Figure 1. Met1 routing (run 1).
(4 px per um) Supply wires on this layer in grey. Cells faint in the background.
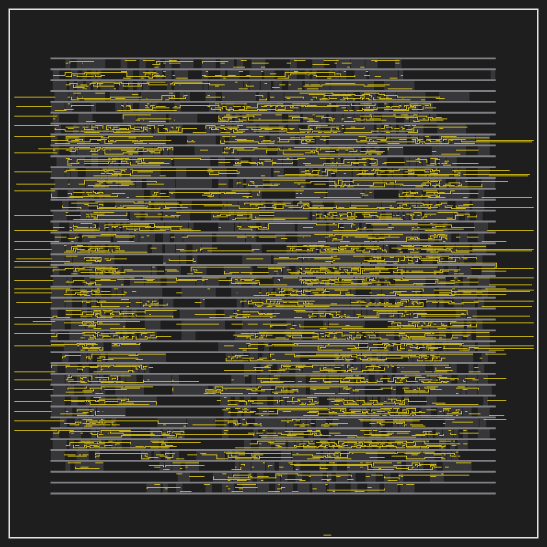
Figure 2. Nets reached from selected ports (run 1).
(3 px per um)
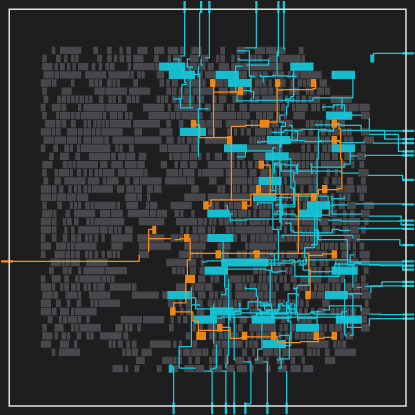
Figure 3. Cell density map (run 1).
(3 px per um) 13 x 13 tiles, from dark blue (low) to red (high), 0 to 100% covered.
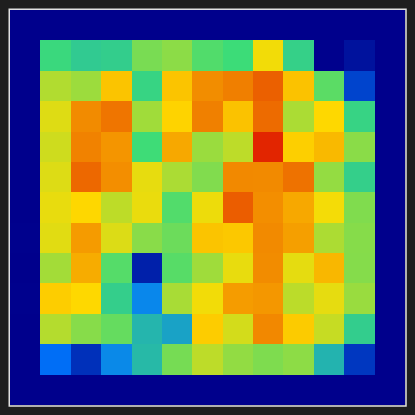
==> config.mk <==
export PLATFORM = sky130hd
export DESIGN_NAME = stage_if_flat
export DESIGN_NICKNAME = d
export VERILOG_FILES = /design/src/rtl/cpu_defines.sv /design/src/rtl/stage_if_if.sv /design/src/rtl/stage_if.sv /design/src/flat_wrapper.sv
export SDC_FILE = /design/constraint.sdc
export NUM_CORES = 1
export LEC_CHECK = 0
export ABC_AREA = 1
export CAP_MARGIN = 20
export CORE_MARGIN = 10
export CORE_UTILIZATION = 43
export CTS_CLUSTER_DIAMETER = 50
export CTS_CLUSTER_SIZE = 16
export DETAILED_ROUTE_END_ITERATION = 10
export PLACE_DENSITY = 0.76
export SLEW_MARGIN = 20
export SYNTH_ARGS = -nofsm -noshare
export SYNTH_HDL_FRONTEND = slang
export SYNTH_SLANG_ARGS = --single-unit
export TNS_END_PERCENT = 5
==> constraint.sdc <==
create_clock -name clock -period 1.34 [get_ports clock]
set_input_delay 0.134 -clock clock [delete_from_list [all_inputs] [get_ports clock]]
set_output_delay 0.134 -clock clock [all_outputs]
set_load 0.005 [all_outputs]
==> CHANGELOG.md, run 1 <==
### Physical design

* Status: finished, violations left
* Failing checks: negative setup slack
* M1 WL at 8540 um
* Worst-path fanout max at 8
* Worst-path clk slew at 60 ps
* NumNets Final at 1,166
* Clock group share of total power at 34.8%
* Largest net degree at the start of global routing at 45
* Via density at 5.06
* Yosys stat cell total at 869
* Grt total ovfl at 0
* Cells after synthesis at 869
* Final setup viols at 148
* Ys flop type: dfxtp_1
* Final instance area at 8210 um^2
* Max reg flops at 32
* Hold Violations, Final at 0
* TritonCTS Buffers at 9
* Comb pwr share at 24.9%
* WL met3 at 1660 um
* Initial antenna violation count at 1
* Most common cell in the netlist: nor2_1
* Hold depth at 3
* Setup WS post-layout at -341 ps
* DRC Markers at 0
## Picture notes: Figure 1
The layer holds 43% of the routed length. The layer carries 8,540 um of wire.
GRT met1 Usage: 25.8%
via count of the routed design: 6,424
WL final: 19,700 um

## Picture notes: Figure 2
`bus_branch_flag`: marked orange, bits 1, direction input, edge left, end cells 29, buffers 2, wire 473 um. `bus_mem_address`: marked cyan, bits 32, direction output, edge 19 right, 7 bottom, 6 top, end cells 32, buffers 61, wire 2,050 um.
I/O pin count: 167
Port-buffer cells: 160

## Picture notes: Figure 3
29% of the tiles are nearly empty. 25% of the tiles are over 75% full. The fullest tile reaches 96%. The densest ninth of the die: middle. The mean over all tiles is 46%.
post-layout util: 67.8%
CORE AREA: 12,100 um^2
Starting Density: 44.3%

## run 1: power groups by stage
| stage | clock, mW | combinational [mW] | sequential [mW] |
|---|---|---|---|
| 2_1_floorplan | 0 | 0.820 | 3.20 |
| 3_3_place_gp | 0 | 1.86 | 3.20 |
| 3_5_place_dp | 0 | 1.88 | 3.21 |
| 4_1_cts | 2.76 | 1.92 | 3.16 |
| 5_1_grt | 2.88 | 2.15 | 3.19 |
| 6_report | 2.73 | 1.96 | 3.17 |
## run 1: logic make-up after synthesis
kind of cell | Yosys count | synth area share [%]
xor+xnor | 2 | 0.326
other cells | 1 | 0.0698
buf+inv | 125 | 9.85
flops | 94 | 35.0
fa+ha+maj | 1 | 0.233
compound gates | 219 | 22.3
simple gates | 427 | 32.2
## run 1: what timing repair did
action,CTS,global route
buffers inserted,10,0
gates resized,401,47
pin swaps,8,10
endpoints found under the setup margin,186,159
endpoints found under the hold margin,0,0
cloned,5,0
## run 1: worst max-delay path: stages, from the launching register on
cell,delay (ps)
dfxtp_4,350
buf_6,120
nor2_4,150
buf_6,150
buf_16,140
nand2_2,50
a21oi_2,120
buf_2,120
## run 1: cell type report
cell class,instances,area share [%]
tap,168,2.56
timing repair buffer,270,27.9
clock buffer,9,2.74
multi-input combinational,653,39.0
clock inverter,7,1.08
inverter,68,3.14
sequential,94,23.6
## run 1: per-layer routing
layer | vias up | global-route usage (%)
met3 | 29 | 6.21
met4 | 0 | 7.48
met2 | 288 | 36.1
li1 | 3239 | -
met1 | 2868 | 25.8
met5 | - | 0
## run 1: through the flow
stage | hold WS (ps) | setup slack, ps | power (mW) | std cells | utilization [%]
2_1_floorplan | 280 | -16.5 | 4.02 | 872 | -
3_3_place_gp | 454 | -508 | 5.06 | 1239 | 64.0
3_5_place_dp | 465 | -582 | 5.09 | 1239 | 64.0
4_1_cts | 229 | -299 | 7.84 | 1270 | 67.1
5_1_grt | 232 | -418 | 8.22 | 1269 | 67.8
6_report | 222 | -341 | 7.86 | 1269 | 67.8
## run 1: placed cells by master, fill, tap and decap left out, types with 9 or more instances in the layout
master and n:
nand2_1 172, nor2_1 167, buf_4 90, clkdlybuf4s50_1 65, buf_2 65, dfxtp_1 64
o21ai_0 59, inv_1 58, a21oi_1 57, o21ai_1 49, nand3_1 38, dlygate4sd2_1 23
dfxtp_2 22, nor2_2 19, a21oi_2 15, nor2_4 13, a21boi_1 12, buf_6 11
a22oi_1 10, inv_2 9, clkbuf_16 9
==> run 1 -> run 2 <==
--- a/config.mk
+++ b/config.mk
@@ -7,7 +7,7 @@
 export LEC_CHECK = 0
 export ABC_AREA = 1
 export CAP_MARGIN = 20
-export CORE_MARGIN = 10
+export CORE_MARGIN = 2
 export CORE_UTILIZATION = 43
 export CTS_CLUSTER_DIAMETER = 50
 export CTS_CLUSTER_SIZE = 16
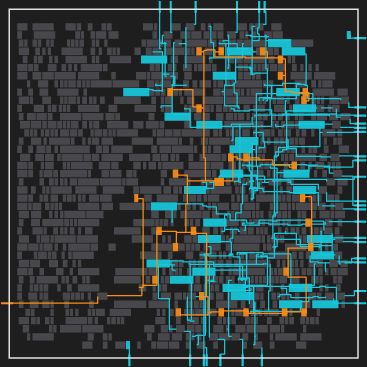
Figure 4: run 2, nets reached from selected ports.
(3 px per um)
`bus_mem_address`: marked cyan, bits 32, direction output, edge 19 right, 7 bottom, 6 top, end cells 32, buffers 56, wire 1,920 um. `bus_branch_flag`: marked orange, bits 1, direction input, edge left, end cells 29, buffers 2, wire 456 um.

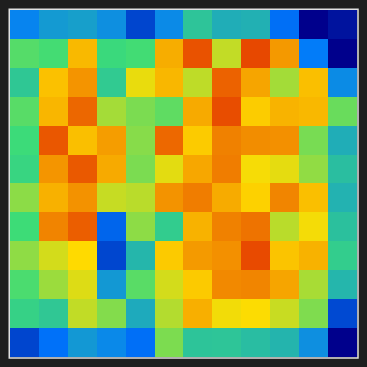
Figure 5: run 2, cell density map.
(3 px per um) 12 x 12 tiles, from dark blue (low) to red (high), 0 to 100% covered.
The fullest tile reaches 92%. 2.1% of the tiles are nearly empty. 39% of the tiles are over 75% full. The mean over all tiles is 61%.
post-layout util: 69.0%

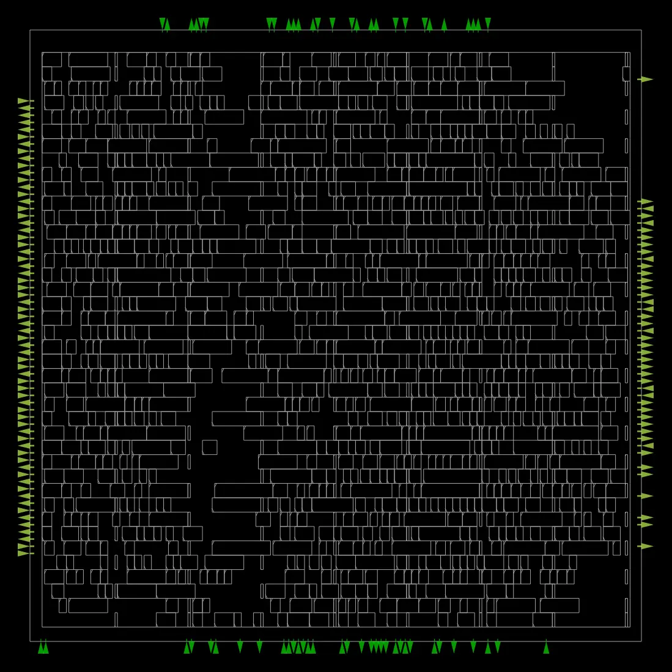
Figure 6: run 2, cell placement.
fill cell count: 1,071
n_taps: 168

==> run 2 against run 1 <==
  * The run still ends with negative setup slack left
  * Register-to-register slack improved by 60 ps
  * Non-clock buffer count fell by 8
  * Clock skew rose by 1.2 ps
  * Largest power group is now the clock network
  * Highest routed layer unchanged
==> CHANGELOG.md, run 2 <==
### Physical design

* Status: finished, violations left
* Failing checks: negative setup slack
* Most common cell in the netlist: nor2_1
* Initial detailed-routing violation count at 566
* Leakage at 3.68 nW
* Via density at 5.09 (+0.62%)
* Yosys stat cell total at 869 (unchanged)
* Top area cell types: dfxtp_1 35%, nor2_1 13%, nand2_1 13%, o21ai_0 9.4%, a21oi_1 6.7%
* Port-buffer cells at 160 (unchanged)
* I/O pin count at 167 (unchanged)
* GR peak layer: met2
* Initial antenna violation count at 0 (-1)
* NumNets Final at 1,158 (-0.69%)
* TritonCTS Buffers at 9 (unchanged)
* Setup WS post-layout at -240 ps (+100 ps)
* Ys flop type: dfxtp_1
* Commonest Layout Cell: nand2_1
* Worst-path fanout max at 8 (unchanged)
* DRC Markers at 0 (unchanged)
* Worst slack at placement at -568 ps (+14.3 ps)
* Starting Density at 44.3% (unchanged)
* Final setup viols at 145 (-2.0%)
* GRT met1 Usage at 34.9% (+9.1 points)
* Global-route wire length before repair at 29,100 um
* Crit path DAT at 1450 ps
* Largest net degree at the start of global routing at 61 (+36%)
* Cells after synthesis at 869 (unchanged)
* Hold Violations, Final at 0 (unchanged)
* CORE AREA at 12,100 um^2 (unchanged)
* Ys async rst share at 0%
* Grt total ovfl at 0 (unchanged)
* Inserted Diodes at 0
* Clock group share of total power at 39.4% (+4.6 points)
* Post-synth regs at 94
* Crit Path Class: flop to output port
* Via count of the routed design at 6,423 (-0.016%)
* Comb pwr share at 22.9% (-2.0 points)
* Tally of OpenROAD warnings at 31
* Most frequent cells in the layout: 174 x nand2_1, 155 x nor2_1, 80 x o21ai_0, 79 x buf_4
* Max reg flops at 32 (unchanged)
* Met3 usage at 5.18% (-1.0 points)
* Hold WS at 269 ps (+46.7 ps)
* Global Route met2 Usage at 46.2% (+10 points)
* Skew final at 7.17 ps
* WL final at 18,300 um (-6.9%)
* Yosys warns at 0
* Hold depth at 3 (unchanged)
* Worst-path clk slew at 70 ps (about the same)
* DP HPWL at 12,600 um
[run 2: power by group through the flow]
| stage | Combinational, mW | Clock (mW) | Sequential [mW] |
|---|---|---|---|
| 2_1_floorplan | 0.820 | 0 | 3.20 |
| 3_3_place_gp | 1.88 | 0 | 3.20 |
| 3_5_place_dp | 1.90 | 0 | 3.21 |
| 4_1_cts | 1.87 | 3.35 | 3.16 |
| 5_1_grt | 2.13 | 3.47 | 3.19 |
| 6_report | 1.93 | 3.32 | 3.17 |
[run 2: worst max-delay path: stages, from the launching register on]
cell,delay (ps)
dfxtp_4,370
nor2_4,150
buf_12,140
clkbuf_16,150
nand2_1,50
a21oi_1,110
buf_2,130
[run 2: layout make-up]
type | count | area share [%]
Timing Repair Buffer | 262 | 27.5
Inverter | 68 | 3.15
Clock inverter | 7 | 1.92
Tap cell | 168 | 2.52
Multi-Input combinational cell | 653 | 39.0
Sequential cell | 94 | 23.3
Clock buffer | 9 | 2.70
[run 2: cell families after synthesis]
group	after synthesis	synth area share (%)
simple gates	427	32.2
compound gates	219	22.3
xor+xnor	2	0.326
buf+inv	125	9.85
flops	94	35.0
fa+ha+maj	1	0.233
other cells	1	0.0698
[run 2: timing repair]
item,CTS,global route
buffers inserted,6,1
resized,353,80
cloned,2,1
setup endpoints to repair,187,157
pin swaps,7,9
[run 2: metrics by stage]
step / cell area [um^2] / cells / power, mW
detailed placement: 7870 / 1238 / 5.10
global placement: 7870 / 1238 / 5.07
CTS: 8210 / 1262 / 8.37
floorplan: 5420 / 872 / 4.02
global route: 8350 / 1261 / 8.79
finish: 8350 / 1261 / 8.42
[run 2: metal layers]
layer / vias up / routed length [um]
li1: 3215 / -
met1: 2916 / 7840
met2: 264 / 8830
met3: 28 / 1310
met4: 0 / 341
met5: - / 0
No activity file was given, so power comes from the tool's default toggle rates.
